**config.mk**
```make
export PLATFORM = sky130hd
export DESIGN_NAME = byte_loader_flat
export DESIGN_NICKNAME = d
export VERILOG_FILES = /design/src/rtl/byte_loader_if.sv /design/src/rtl/byte_loader.sv /design/src/flat_wrapper.sv
export SDC_FILE = /design/constraint.sdc
export NUM_CORES = 1
export LEC_CHECK = 0
export CORE_AREA = 2 2 107 109
export CTS_BUF_LIST = sky130_fd_sc_hd__clkbuf_16
export CTS_CLUSTER_DIAMETER = 150
export CTS_CLUSTER_SIZE = 10
export DETAILED_ROUTE_END_ITERATION = 8
export DIE_AREA = 0 0 109 111
export PLACE_DENSITY = 0.79
export RECOVER_POWER = 100
export SETUP_SLACK_MARGIN = 0.05
export SLEW_MARGIN = 20
export SYNTH_ARGS = -nofsm -noshare
export SYNTH_HDL_FRONTEND = slang
export SYNTH_SLANG_ARGS = --single-unit
```
**constraint.sdc**
```tcl
create_clock -name clk -period 2.5 [get_ports clk]
set_input_delay 0.25 -clock clk [delete_from_list [all_inputs] [get_ports clk]]
set_output_delay 0.25 -clock clk [all_outputs]
set_load 0.03 [all_outputs]
```
**src/rtl/byte_loader_if.sv**
```systemverilog
// byte_loader_if: request/result and SRAM byte-read signals of byte_loader.
// slave is the loader side; master is the requester plus SRAM side.
interface byte_loader_if #(
   parameter int ADDR_W = 32
);
   logic              req;
   logic [ADDR_W-1:0] addr;
   logic [1:0]        size;
   logic              uns;
   logic              busy;
   logic              done;
   logic              fault;
   logic [31:0]       data;
   logic              sram_re;
   logic [ADDR_W-1:0] sram_addr;
   logic              sram_ready;
   logic [7:0]        sram_rdata;

   modport slave (
      input  req, addr, size, uns, sram_ready, sram_rdata,
      output busy, done, fault, data, sram_re, sram_addr
   );

   modport master (
      output req, addr, size, uns, sram_ready, sram_rdata,
      input  busy, done, fault, data, sram_re, sram_addr
   );
endinterface

```
**src/rtl/byte_loader.sv**
```systemverilog
// byte_loader: byte-serial SRAM load unit with sign/zero extension.
// Define BYTE_LOADER_MISALIGN_TRAP_EN to fault misaligned half/word loads.
module byte_loader #(
   parameter int ADDR_W = 32
) (
   input  logic         clk,
   input  logic         rst,
   byte_loader_if.slave bus
);
   typedef enum logic [1:0] {IDLE, FETCH, FINISH} state_t;

   state_t      state;
   logic [1:0]  i;
   logic [1:0]  n_last;
   logic [1:0]  size_q;
   logic        uns_q;
   logic [31:0] buf_q;
   logic [31:0] merged;
   logic [31:0] ext;
   logic        bad;

   always_comb begin
      bad = (bus.size == 2'b11);
`ifdef BYTE_LOADER_MISALIGN_TRAP_EN
      if (bus.size == 2'b01 && bus.addr[0])
         bad = 1'b1;
      if (bus.size == 2'b10 && bus.addr[1:0] != 2'b00)
         bad = 1'b1;
`endif
   end

   // Incoming byte dropped into lane i, little-endian.
   always_comb begin
      merged = buf_q;
      merged[{i, 3'b000} +: 8] = bus.sram_rdata;
   end

   always_comb begin
      unique case (1'b1)
         size_q == 2'b00:
            ext = {{24{~uns_q & merged[7]}}, merged[7:0]};
         size_q == 2'b01:
            ext = {{16{~uns_q & merged[15]}}, merged[15:0]};
         default:
            ext = merged;
      endcase
   end

   always_ff @(posedge clk) begin
      if (rst) begin
         state         <= IDLE;
         bus.busy      <= 1'b0;
         bus.done      <= 1'b0;
         bus.fault     <= 1'b0;
         bus.data      <= '0;
         bus.sram_re   <= 1'b0;
         bus.sram_addr <= '0;
         i             <= '0;
         n_last        <= '0;
         size_q        <= '0;
         uns_q         <= 1'b0;
         buf_q         <= '0;
      end else begin
         unique case (state)
            IDLE: begin
               bus.done  <= 1'b0;
               bus.fault <= 1'b0;
               if (bus.req) begin
                  bus.busy <= 1'b1;
                  if (bad) begin
                     state     <= FINISH;
                     bus.done  <= 1'b1;
                     bus.fault <= 1'b1;
                  end else begin
                     state         <= FETCH;
                     bus.sram_re   <= 1'b1;
                     bus.sram_addr <= bus.addr;
                     i             <= '0;
                     buf_q         <= '0;
                     size_q        <= bus.size;
                     uns_q         <= bus.uns;
                     n_last        <= (bus.size == 2'b00) ? 2'd0 :
                                      (bus.size == 2'b01) ? 2'd1 : 2'd3;
                  end
               end
            end
            FETCH: begin
               if (bus.sram_ready) begin
                  buf_q         <= merged;
                  i             <= i + 2'd1;
                  bus.sram_addr <= bus.sram_addr + ADDR_W'(1);
                  if (i == n_last) begin
                     state       <= FINISH;
                     bus.sram_re <= 1'b0;
                     bus.done    <= 1'b1;
                     bus.data    <= ext;
                  end
               end
            end
            FINISH: begin
               state     <= IDLE;
               bus.busy  <= 1'b0;
               bus.done  <= 1'b0;
               bus.fault <= 1'b0;
            end
            default: state <= IDLE;
         endcase
      end
   end
endmodule

```
**src/flat_wrapper.sv**
```systemverilog
// flat-port wrapper written by rule: the top's interface ports become plain ports
module byte_loader_flat 
#(
   parameter int ADDR_W = 32
)
  (clk, rst, bus_req, bus_addr, bus_size, bus_uns, bus_sram_ready, bus_sram_rdata, bus_busy, bus_done, bus_fault, bus_data, bus_sram_re, bus_sram_addr);
  byte_loader_if #(.ADDR_W(ADDR_W)) bus_i ();
  input  logic clk;
  input  logic rst;
  input wire logic [$bits(bus_i.req)-1:0] bus_req;
  input wire logic [$bits(bus_i.addr)-1:0] bus_addr;
  input wire logic [$bits(bus_i.size)-1:0] bus_size;
  input wire logic [$bits(bus_i.uns)-1:0] bus_uns;
  input wire logic [$bits(bus_i.sram_ready)-1:0] bus_sram_ready;
  input wire logic [$bits(bus_i.sram_rdata)-1:0] bus_sram_rdata;
  output wire logic [$bits(bus_i.busy)-1:0] bus_busy;
  output wire logic [$bits(bus_i.done)-1:0] bus_done;
  output wire logic [$bits(bus_i.fault)-1:0] bus_fault;
  output wire logic [$bits(bus_i.data)-1:0] bus_data;
  output wire logic [$bits(bus_i.sram_re)-1:0] bus_sram_re;
  output wire logic [$bits(bus_i.sram_addr)-1:0] bus_sram_addr;
  assign bus_i.req = bus_req;
  assign bus_i.addr = bus_addr;
  assign bus_i.size = bus_size;
  assign bus_i.uns = bus_uns;
  assign bus_i.sram_ready = bus_sram_ready;
  assign bus_i.sram_rdata = bus_sram_rdata;
  assign bus_busy = bus_i.busy;
  assign bus_done = bus_i.done;
  assign bus_fault = bus_i.fault;
  assign bus_data = bus_i.data;
  assign bus_sram_re = bus_i.sram_re;
  assign bus_sram_addr = bus_i.sram_addr;
  byte_loader #(.ADDR_W(ADDR_W)) u_core (.clk(clk), .rst(rst), .bus(bus_i));
endmodule
```
**Metal 3**

Bar = 20 um.
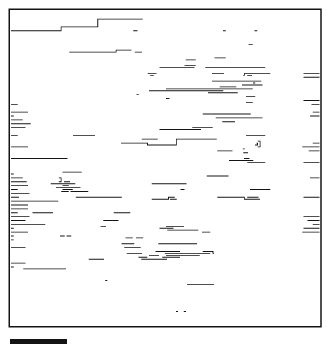
main direction: horizontal
wire length on this layer: 885 um
nets with wire on the layer: 102
share of all routed wire: 5.7%
longest straight run: 30.1 um
DRT Wirelength: 15.6 mm
vias: 5,538
met3 GRT Util: 4.29%

==> results.toml <==
# synthesis and place-and-route metrics
[worst_setup_path]
max_stage_delay_ps = 440
worstPathCellList = "inv_1 -> ha_1 -> and4b_1 -> a311oi_1 -> a2111oi_4 -> nor3_4 -> buf_4 -> a211oi_1"
start_kind = "flop"
crit_path_top_delay_cell = "a311oi_1"
path_class = "reg -> reg"
cp.arrival_ps = 2450

[finish]
largestClassByArea = "logic gates"
drive_gt1_share_pct = 5.94
layout.nonclk_buf_share_pct = 18.6
ff_count = 109
antenna_cells = 0
clock_area_share_pct = 4.04
comb_area_share_pct = 42.9
final-comb-area_um2 = 3020
utilization_pct = 63.4
buffers = 138
num-multi-input-gates = 496
reg.largest.list = "u_core.buf_q: 32 flops, u_core.bus.data: 32 flops, u_core.bus.sram_addr: 32 flops"

[flow_run]
log.warning_count = 32

[route]
drt_iter0_markers = 392
vias_per_cell = 6.03
top_layer_used = "met4"
wl_met3_um = 885
ant_nets = 0
drtPass1Iterations = 5

[timing]
final.setup.worst_slack_ps = 242
rsz0062_at_grt = "false"
fin_crit_ps = 2260
slew_violations = 0
worst_slew_margin_rel_pct = 36.6
max_freq_mhz = 443
setup_violations = 0
worst_pin_slew_ps = 950
fin_tns_setup_ps = 0

[synthesis]
ys.flops = 109
yosys.area_share.simple_pct = 22.5
synth_seq_share_pct = 39.5
synth_area_um2 = 5520
top_area_share_pct = 39.5
topCombFamilyByArea = "AND-OR/OR-AND gates"
async_reset_ff_share_pct = 0
yosysCellCount = 672
synthCells = 672

[floorplanning]
chipArea_um2 = 12100
rows = 39
die_h_um = 111
fp_util_pct = 49.8
io_pins = 115

[run_status]
status = "finished, final reports clean"

[clocking]
cts_sinks = 109
hold_buffers = 0
clk_latency_ps = 350
cts_max_level = 3
cts_resized = 0

[worst_hold_path]
hold_path_class = "reg -> reg"

[power]
p_clk_w = 0.00139
p_per_area_nw_per_um2 = 678
power_leader = "registers"
power_frac_seq_pct = 43.0
p_sw_share_pct = 33.8
p_leak_nw = 2.59

[grt]
grtUsageMet2_pct = 42.8
track_usage_pct = 26.2
globalRoute.totalOverflow = 0
grt_max_degree = 87
grtUsageMet1_pct = 34.5
grt_first_pass_wirelength_mm = 25.6

[placement]
finalWeightedCongestion = 0.900
io_buffers = 114
**Sequential cells grouped by signal name**

Other sequential cells in the stronger grey, the rest of the logic in the fainter grey.
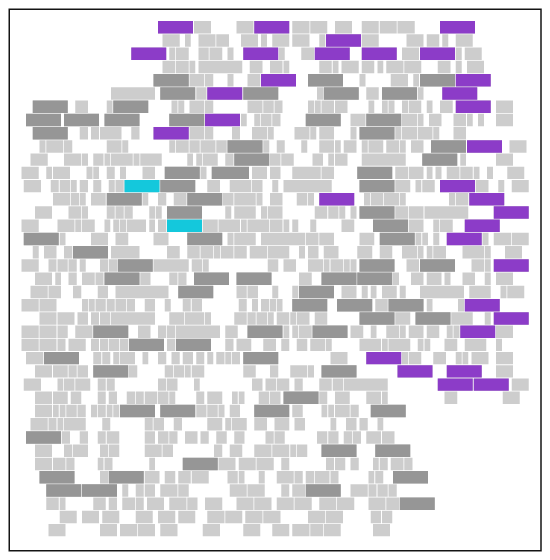
| name in the netlist | colour | sequential cells |
|---|---|---|
| u_core.n_last | cyan | 2 |
| u_core.bus.data | purple | 32 |
not coloured: 75
Seq. pwr: 0.00205 W
Seq/total area: 31.1%

## through the flow
step | hold slack [ps] | instance area (um^2)
after detailed placement | 481 | 6820
after CTS | 497 | 7100
after global placement | 457 | 6820
after floorplan | 397 | 5520
final | 491 | 7030
after global routing | 517 | 7030
## synth_stat cells, types with 3 or more instances
master / number
clkbuf_1: 31
ha_1: 9
mux2i_1: 3
nor4_1: 6
o32ai_1: 4
a2bb2oi_1: 10
dfxtp_1: 109
and3_1: 12
nand2_1: 53
a31oi_1: 9
o21a_1: 6
buf_1: 3
a22o_1: 23
buf_2: 13
and4_1: 7
a21o_1: 4
nor2b_1: 18
nor2_1: 100
nand4_1: 11
a211oi_2: 10
inv_1: 16
a22oi_1: 29
nand2b_1: 3
o21ai_0: 30
o22ai_1: 4
a211oi_1: 32
and2_1: 5
nor3_1: 13
a21oi_1: 44
nand3_1: 17
## path summary, 6_finish.rpt
check        cells past startpoint  slack (ps)                   to          startpoint
min reg2reg                      2         490   u_core.bus.sram_re  u_core.bus.sram_re
max reg2reg                      8         240  u_core.bus.data[27]         u_core.i[1]
max                              8         240  u_core.bus.data[27]         u_core.i[1]
min                              2         490   u_core.bus.sram_re  u_core.bus.sram_re
## cell usage in the layout, fill, tap and decap left out, types with 7 or more instances in the layout
cell type	instances
dfxtp_1	108
nor2_1	99
dlygate4sd3_1	68
nand2_1	53
clkdlybuf4s50_1	45
a21oi_1	44
a211oi_1	36
o21ai_0	30
a22oi_1	29
a22o_1	23
inv_1	18
nor2b_1	18
nand3_1	17
buf_4	17
nor3_1	14
and3_1	12
nand4_1	11
a2bb2oi_1	10
a31oi_1	9
ha_1	9
clkbuf_16	9
and4_1	7
Power is estimated from default activity; no workload was simulated.
